==> images/gates.png <==
Bar = 50 µm.
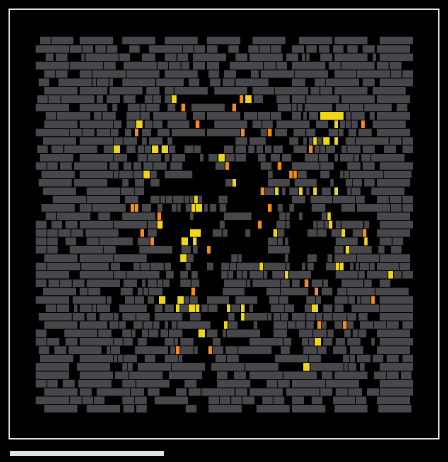
==> images/m4.png <==
Bar = 50 µm.
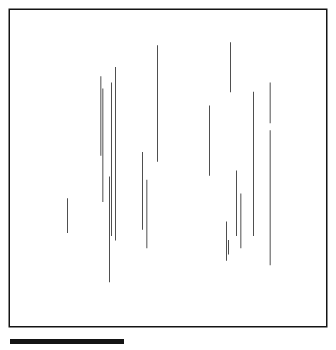
==> src/rtl/carrier_syn_pkg.sv <==
// Shared defaults and types for the multi-channel carrier sync generator.
`timescale 1ns/1ps
package carrier_syn_pkg;

    localparam int CNT_W_DEF = 16;
    localparam int N_CH_DEF  = 4;

    typedef logic [CNT_W_DEF-1:0] cnt_t;

    localparam logic SYN_RST_LEVEL = 1'b1;

endpackage

==> src/rtl/carrier_syn_gen_mc_ch.sv <==
// One sync channel: clamps its phase to the active period and toggles its
// square wave when the shared master counter reaches that point.
`timescale 1ns/1ps
module carrier_syn_ch
    import carrier_syn_pkg::*;
#(
    parameter int CNT_W = CNT_W_DEF
) (
    input  logic             i_clk_20M,
    input  logic             i_reset,
    input  logic             i_enable,
    input  logic [CNT_W-1:0] i_cnt,
    input  logic [CNT_W-1:0] i_period,
    input  logic [CNT_W-1:0] i_phase,
    output logic             o_syn
);

    logic [CNT_W-1:0] ph_eff;
    logic             syn_q;
    logic             syn_d;

    always_comb begin
        // NOTE: defaults come first so every path assigns every output (no latch).
        ph_eff = (i_phase > i_period) ? i_period : i_phase;
        syn_d  = syn_q;
        if (i_enable && (i_cnt == ph_eff)) begin
            syn_d = ~syn_q;
        end
    end

    // NOTE: sequential state uses <= so all flops update from pre-edge values.
    always_ff @(posedge i_clk_20M) begin
        if (i_reset) begin
            syn_q <= SYN_RST_LEVEL;
        end else begin
            syn_q <= syn_d;
        end
    end

    assign o_syn = syn_q;

endmodule

==> src/rtl/carrier_syn_gen_mc.sv <==
// Shared master counter with N_CH phase-shifted sync outputs and a
// double-buffered period/phase update applied at the master wrap.
// Optional triangle counter output when CARRIER_SYN_TRI_EN is defined.
`timescale 1ns/1ps
module carrier_syn_gen_mc
    import carrier_syn_pkg::*;
#(
    parameter int CNT_W = CNT_W_DEF,
    parameter int N_CH  = N_CH_DEF
) (
    input  logic                  i_clk_20M,
    input  logic                  i_reset,
    input  logic                  i_enable,
    input  logic [CNT_W-1:0]      i_period_cnt,
    input  logic [N_CH*CNT_W-1:0] i_phase_cnt,
    input  logic                  i_load,
`ifdef CARRIER_SYN_TRI_EN
    output logic [CNT_W-1:0]      o_tri_cnt,
`endif
    output logic [N_CH-1:0]       o_syn_out,
    output logic                  o_sync_pulse,
    output logic                  o_load_ack
);

    localparam logic [CNT_W-1:0] CNT_ONE = CNT_W'(1);

    logic [CNT_W-1:0]      cnt_q, cnt_d;
    logic [CNT_W-1:0]      per_act_q, per_act_d;
    logic [CNT_W-1:0]      per_pend_q, per_pend_d;
    logic [N_CH*CNT_W-1:0] ph_act_q, ph_act_d;
    logic [N_CH*CNT_W-1:0] ph_pend_q, ph_pend_d;
    logic                  pend_q, pend_d;
    logic                  pulse_q;
    logic                  ack_q;
    logic                  wrap;
    logic                  apply;

    always_comb begin
        wrap       = i_enable && (cnt_q == per_act_q);
        apply      = wrap && pend_q && !i_load;
        cnt_d      = cnt_q;
        per_act_d  = per_act_q;
        ph_act_d   = ph_act_q;
        per_pend_d = per_pend_q;
        ph_pend_d  = ph_pend_q;
        pend_d     = pend_q;
        if (i_enable) begin
            cnt_d = wrap ? '0 : cnt_q + CNT_ONE;
        end
        if (apply) begin
            per_act_d = per_pend_q;
            ph_act_d  = ph_pend_q;
            pend_d    = 1'b0;
        end
        // A load on the wrap cycle blocks apply above, so it only refreshes pending.
        if (i_load) begin
            per_pend_d = i_period_cnt;
            ph_pend_d  = i_phase_cnt;
            pend_d     = 1'b1;
        end
    end

    always_ff @(posedge i_clk_20M) begin
        if (i_reset) begin
            cnt_q     <= '0;
            per_act_q <= i_period_cnt;
            ph_act_q  <= i_phase_cnt;
            pend_q    <= 1'b0;
            pulse_q   <= 1'b0;
            ack_q     <= 1'b0;
        end else begin
            cnt_q     <= cnt_d;
            per_act_q <= per_act_d;
            ph_act_q  <= ph_act_d;
            pend_q    <= pend_d;
            pulse_q   <= wrap;
            ack_q     <= apply;
        end
    end

    // NOTE: pending values have no reset; pend_q alone decides whether they are used.
    always_ff @(posedge i_clk_20M) begin
        per_pend_q <= per_pend_d;
        ph_pend_q  <= ph_pend_d;
    end

    for (genvar k = 0; k < N_CH; k++) begin : g_ch
        carrier_syn_ch #(.CNT_W(CNT_W)) u_ch (
            .i_clk_20M (i_clk_20M),
            .i_reset   (i_reset),
            .i_enable  (i_enable),
            .i_cnt     (cnt_q),
            .i_period  (per_act_q),
            .i_phase   (ph_act_q[k*CNT_W +: CNT_W]),
            .o_syn     (o_syn_out[k])
        );
    end

`ifdef CARRIER_SYN_TRI_EN
    logic             dir_q;
    logic [CNT_W-1:0] tri_q;

    always_ff @(posedge i_clk_20M) begin
        if (i_reset) begin
            dir_q <= 1'b1;
            tri_q <= '0;
        end else if (i_enable) begin
            tri_q <= dir_q ? cnt_q : per_act_q - cnt_q;
            if (wrap) begin
                dir_q <= ~dir_q;
            end
        end
    end

    assign o_tri_cnt = tri_q;
`endif

    assign o_sync_pulse = pulse_q;
    assign o_load_ack   = ack_q;

endmodule
==> config.mk <==
export PLATFORM = sky130hd
export DESIGN_NAME = carrier_syn_gen_mc
export DESIGN_NICKNAME = d
export VERILOG_FILES = /design/src/rtl/carrier_syn_pkg.sv /design/src/rtl/carrier_syn_gen_mc_ch.sv /design/src/rtl/carrier_syn_gen_mc.sv
export SDC_FILE = /design/constraint.sdc
export NUM_CORES = 1
export LEC_CHECK = 0
export ABC_CLOCK_PERIOD_IN_PS = 18400
export CAP_MARGIN = 15
export CORE_MARGIN = 8
export CORE_UTILIZATION = 62
export CTS_CLUSTER_SIZE = 24
export DETAILED_ROUTE_END_ITERATION = 8
export GPL_TIMING_DRIVEN = 0
export PLACE_DENSITY_LB_ADDON = 0.15
export SLEW_MARGIN = 20
export SYNTH_ARGS = -nofsm -noshare
export SYNTH_HDL_FRONTEND = slang
export SYNTH_SLANG_ARGS = --single-unit
==> constraint.sdc <==
create_clock -name i_clk_20M -period 18.4 [get_ports i_clk_20M]
set_clock_uncertainty 0.1 [all_clocks]
set_input_delay 2.76 -clock i_clk_20M [delete_from_list [all_inputs] [get_ports i_clk_20M]]
set_output_delay 2.76 -clock i_clk_20M [all_outputs]
set_load 0.05 [all_outputs]
==> impl_metrics.yaml <==
# flow metrics
run_status:
  outcome: "finished clean"
logic_synthesis:
  mux_area_share_pct: 11.2
  ys_cells: 710
  synthAoiAreaFrac_pct: 5.68
  synth-edff-count: 160
  top_cell_area_share_pct: 51.1
  yosys.area.top_type: "edfxtp_1"
  syn_avg_cell_area_um2: 13.2
  ys_area_um2: 9400
global_routing:
  track_usage_pct: 25.0
  met1_usage_pct: 30.3
  grt_max_degree: 46
cells_and_area:
  comb_area_um2: 3880
  fillers: 969
  layoutNonFillerInstCount: 1023
  n_all_buffers: 126
  flop_area_um2: 5270
  ff_count: 183
  comb_share_pct: 34.7
  lay_top_cells: "edfxtp_1 (160), clkdlybuf4s50_1 (87), mux2_2 (83)"
clocking:
  cts_tree: "built"
die:
  fp-row-count: 45
  die_h_um: 139
  nWellTaps: 188
drt:
  top_layer: "met4"
  route.met3.wl_um: 1460
  drc: 0
  routed_via_density: 6.03
  wire_per_inst_um: 23.5
setup_path:
  crit_cells: 7
  cp-start-kind: "input pin"
  cp_slowest_cell: "clkdlybuf4s50_1"
  cp-endpoint: "ph_act_q[36]"
  reg2reg_from: "cnt_q[8]"
power:
  peakVddDrop_uv: 69.1
  powerDensity_nw_per_um2: 88.4
  p_int_mw: 0.741
  p_clk_mw: 0.356
  pwr-share-seq_pct: 50.8
final_timing:
  min_period_ps: 5350
  hold_viol_final: 0
  worst_slack_ps: 13050
  tightest_slew_ps: 843
min_path:
  whs_path_depth: 2
flow_run:
  warnings: 26
## Picture notes: gates.png
nor cells -> yellow  # cells 50
inv cells -> orange  # cells 31

## Picture notes: m4.png
main direction = vertical
wire length on this layer = 672 µm
nets with wire on the layer = 15
longest straight run = 76.2 µm
share of all routed wire = 2.8%
total number of vias: 6165
Routed WL: 24000 µm

-- cells in the mapped netlist, types with 4 or more instances --
cell	n
xor2_1	33
a21o_1	12
and4_1	6
ha_1	65
o21ai_0	9
nor4_1	12
dfxtp_1	23
clkbuf_1	28
edfxtp_1	160
nand2b_1	13
inv_1	31
nand3_1	15
nor2_1	27
nand4_1	24
nand2_1	23
and3_1	4
buf_4	4
o21a_1	4
xnor2_1	44
nor2b_1	6
mux2_2	83
mux2i_1	10
a21oi_1	33
o22ai_1	4
a221oi_1	4
-- sequential cells by signal, indices dropped and copies added (netlist names) --
signal / count
o_load_ack: 1
o_sync_pulse: 1
pend_q: 1
g_ch.u_ch.o_syn: 4
ph_pend_q: 64
per_act_q: 16
per_pend_q: 16
cnt_q: 16
ph_act_q: 64
No activity file was given, so power comes from the tool's default toggle rates.
